==> images/met2.png <==
(4 px per um)
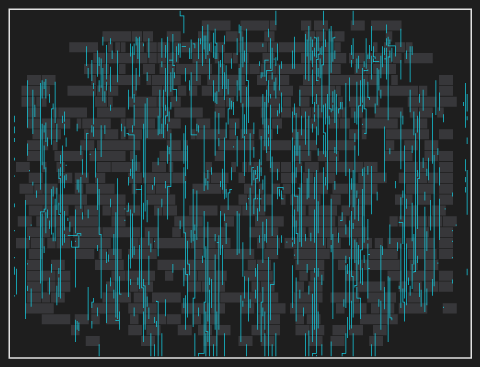
==> images/final_clocks.png <==
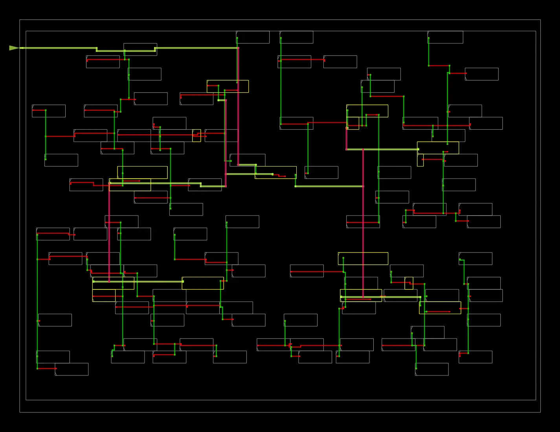
==> images/clock_map.png <==
(4 px per um)
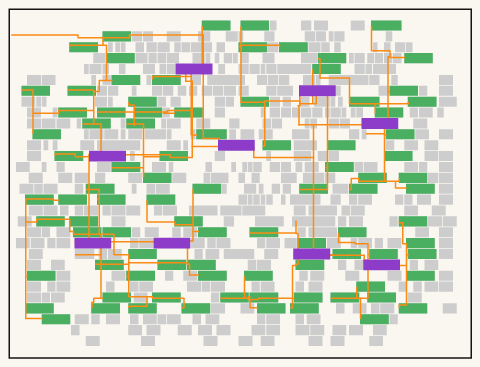
==> src/rtl/uart_msg_assembler.sv <==
`default_nettype none
// ============================================================================
// Module   : uart_msg_assembler
// Function : Packs consecutive UART words into one wide message, first word
//            in the LSBs, with idle timeout and framing-error abort.
// Revision : 1.0
// ============================================================================
module uart_msg_assembler #(
    parameter int DATA_WIDTH   = 8,
    parameter int MSG_WIDTH    = 64,
    parameter int TIMEOUT_CLKS = 216000
) (
    input  logic                  clk,
    input  logic                  n_reset,
    input  logic [DATA_WIDTH-1:0] word_in,
    input  logic                  word_valid,
    input  logic                  frame_err,
    output logic [MSG_WIDTH-1:0]  msg_out,
    output logic                  msg_valid,
    input  logic                  msg_ready,
    output logic                  word_dropped,
    output logic                  msg_aborted
);

    localparam int c_WORDS  = MSG_WIDTH / DATA_WIDTH;
    localparam int c_CNT_W  = $clog2(c_WORDS) + 1;
    localparam int c_IDLE_W = $clog2(TIMEOUT_CLKS + 1);
    localparam logic [c_CNT_W-1:0]  c_CNT_FULL     = c_CNT_W'(c_WORDS);
    localparam logic [c_IDLE_W-1:0] c_TIMEOUT_LAST = c_IDLE_W'(TIMEOUT_CLKS - 1);

    typedef enum logic [1:0] {
        S_IDLE    = 2'd0,
        S_COLLECT = 2'd1,
        S_HOLD    = 2'd2
    } state_t;

    state_t                r_state,   w_state_nxt;
    logic [c_CNT_W-1:0]    r_cnt,     w_cnt_nxt;
    logic [c_IDLE_W-1:0]   r_idle,    w_idle_nxt;
    logic [MSG_WIDTH-1:0]  r_msg,     w_msg_nxt;
    logic                  r_dropped, w_dropped_nxt;
    logic                  r_aborted, w_aborted_nxt;
    logic                  w_wr;
    logic [c_CNT_W-1:0]    w_slot;
    logic [c_CNT_W-1:0]    w_cnt_inc;

    assign w_cnt_inc = r_cnt + c_CNT_W'(1);

    always_ff @(posedge clk) begin
        if (!n_reset) begin
            r_state   <= S_IDLE;
            r_cnt     <= '0;
            r_idle    <= '0;
            r_msg     <= '0;
            r_dropped <= 1'b0;
            r_aborted <= 1'b0;
        end else begin
            r_state   <= w_state_nxt;
            r_cnt     <= w_cnt_nxt;
            r_idle    <= w_idle_nxt;
            r_msg     <= w_msg_nxt;
            r_dropped <= w_dropped_nxt;
            r_aborted <= w_aborted_nxt;
        end
    end

    always_comb begin
        w_state_nxt   = r_state;
        w_cnt_nxt     = r_cnt;
        w_idle_nxt    = '0;
        w_dropped_nxt = 1'b0;
        w_aborted_nxt = 1'b0;
        w_wr          = 1'b0;
        w_slot        = '0;

        case (r_state)
            S_IDLE: begin
                if (word_valid) begin
                    if (frame_err) begin
                        w_dropped_nxt = 1'b1;
                    end else begin
                        w_wr        = 1'b1;
                        w_cnt_nxt   = c_CNT_W'(1);
                        w_state_nxt = (c_WORDS == 1) ? S_HOLD : S_COLLECT;
                    end
                end
            end

            S_COLLECT: begin
                w_idle_nxt = r_idle + c_IDLE_W'(1);
                // A word landing on the timeout cycle still extends the message.
                if (frame_err) begin
                    w_aborted_nxt = 1'b1;
                    w_dropped_nxt = word_valid;
                    w_state_nxt   = S_IDLE;
                    w_cnt_nxt     = '0;
                    w_idle_nxt    = '0;
                end else if (word_valid) begin
                    w_wr       = 1'b1;
                    w_slot     = r_cnt;
                    w_cnt_nxt  = w_cnt_inc;
                    w_idle_nxt = '0;
                    if (w_cnt_inc == c_CNT_FULL) begin
                        w_state_nxt = S_HOLD;
                    end
                end else if (r_idle == c_TIMEOUT_LAST) begin
                    w_aborted_nxt = 1'b1;
                    w_state_nxt   = S_IDLE;
                    w_cnt_nxt     = '0;
                    w_idle_nxt    = '0;
                end
            end

            S_HOLD: begin
                if (msg_ready) begin
                    if (word_valid) begin
                        w_wr        = 1'b1;
                        w_cnt_nxt   = c_CNT_W'(1);
                        w_state_nxt = (c_WORDS == 1) ? S_HOLD : S_COLLECT;
                    end else begin
                        w_state_nxt = S_IDLE;
                        w_cnt_nxt   = '0;
                    end
                end else if (word_valid) begin
                    w_dropped_nxt = 1'b1;
                end
            end

            default: begin
                w_state_nxt = S_IDLE;
                w_cnt_nxt   = '0;
            end
        endcase

        w_msg_nxt = r_msg;
        for (int k = 0; k < c_WORDS; k++) begin
            if (w_wr && (w_slot == c_CNT_W'(k))) begin
                w_msg_nxt[k*DATA_WIDTH +: DATA_WIDTH] = word_in;
            end
        end
    end

    assign msg_out      = r_msg;
    assign msg_valid    = (r_state == S_HOLD);
    assign word_dropped = r_dropped;
    assign msg_aborted  = r_aborted;

endmodule
`default_nettype wire
==> config.mk <==
export PLATFORM = sky130hd
export DESIGN_NAME = uart_msg_assembler
export DESIGN_NICKNAME = d
export VERILOG_FILES = /design/src/rtl/uart_msg_assembler.sv
export SDC_FILE = /design/constraint.sdc
export NUM_CORES = 1
export LEC_CHECK = 0
export CAP_MARGIN = 20
export CORE_ASPECT_RATIO = 0.75
export CORE_MARGIN = 1
export CORE_UTILIZATION = 40
export DETAILED_ROUTE_END_ITERATION = 10
export PLACE_DENSITY_LB_ADDON = 0.08
export SLEW_MARGIN = 20
export SYNTH_ARGS = -nofsm -noshare
export SYNTH_HDL_FRONTEND = slang
export SYNTH_SLANG_ARGS = --single-unit
==> constraint.sdc <==
create_clock -name clk -period 1.7 [get_ports clk]
set_input_delay 0.255 -clock clk [delete_from_list [all_inputs] [get_ports clk]]
set_output_delay 0.255 -clock clk [all_outputs]
set_load 0.02 [all_outputs]
==> reports/qor.csv <==
stage,metric,value,unit
sta,hold_ws,0.2290,ns
yosys,Synth Instances,383,
critical_path,crit path cell chain,ha_2 > and2_1 > nand2_2 > buf_4 > or4_1 > a21oi_2,
critical_path,slowest CP cell,or4_1,
cells_and_area,clock network area share,0.05831,
power_and_ir_drop,power after layout,4.527,mW
cells_and_area,diode count,0,
critical_path,worst path bufs/invs,1,
cells_and_area,fraction of area in non-clock buffers,0.2228,
yosys,Largest cells by area,"dfxtp_1, mux2i_1, nor2b_1",
place,placed cells,608,
sta,PnR worst setup slack,0.03423,ns
power_and_ir_drop,cell area power density,824.1,mW/mm^2
global_routing,vias in the first global route,2814,
cells_and_area,post-route design area,0.005493,sq mm
yosys,"EDFF count, synth",0,
yosys,Dominant comb cell,simple AND/OR/NAND/NOR gates,
yosys,"count leader, synth",dfxtp_1,
floorplan,floorplan utilization,0.4174,
yosys,"AND-OR/OR-AND Cells, Area Fraction",0.05574,
cells_and_area,Largest register FFs,64,
min_path,Hold Path End,r_cnt[2],
critical_path,CP endpoint kind,flip-flop,
critical_path,Reg2Reg Setup Slack,0.03,ns
clock_network,"Setup Fix Bufs, Post-CTS",2,
run_status,outcome,completed,
yosys,Commonest cells post-synth,"dfxtp_1, mux2i_1, nor2b_1",
yosys,MUX area fraction,0.1695,
sta,Setup Viol. Count Final,0,
place,Post-DP Area,0.005062,sq mm
min_path,worst hold path depth,2,
critical_path,Worst Setup EP,r_idle[12],
yosys,Cell variety after synth,47,
route,ANT nets after route,0,
global_routing,GRT Max-Usage Layer,met2,
cells_and_area,largest class,combinational gates,
yosys,Simple-Gate Area Share,0.2350,
## Picture notes: met2.png
The wires run mostly vertical. The longest straight run is 45.7 um. 428 nets have wire on it. The layer holds 43% of the routed length.
final WL: 9.276 mm
GR Util met2: 0.2870
vias: 3054

## Picture notes: final_clocks.png
CTS buffer count: 9
Clock buffer cells: 11
clk latency late pin: 0.34 ns

## Picture notes: clock_map.png
Key: purple = cells driving clock nets [count 9]; orange = clock wires [length 1080 um]; green = flip-flops [count 90]
There are 10 routed clock nets. Position of the flops: spread over the die.
Clock Power Share: 0.468
skew final: 0.006311 ns

==> placed cells by master, fill, tap and decap left out, types with 3 or more instances in the layout <==
master / n
nor2_1: 16
mux2i_1: 65
o21ai_0: 7
or4_1: 3
xor2_1: 9
nand3_1: 8
buf_4: 45
nand4_1: 7
nand2_1: 31
dfxtp_2: 3
inv_1: 4
clkbuf_16: 9
nor2b_1: 57
dfxtp_1: 87
and3_1: 5
clkdlybuf4s50_1: 76
a21oi_1: 5
buf_12: 4
o31ai_1: 3
==> routing by layer <==
metal | part of all wire | vias to the layer above
met2 | 0.43 | 71
li1 | - | 1548
met3 | 0.053 | 12
met1 | 0.51 | 1423
met4 | 0.011 | 0
met5 | 0 | -
==> power breakdown <==
part / internal (mW) / switching, mW
Combinational: 0.124 / 0.140
Clock: 1.32 / 0.795
Sequential: 2.13 / 0.0162
Power and IR drop assume default switching activity.
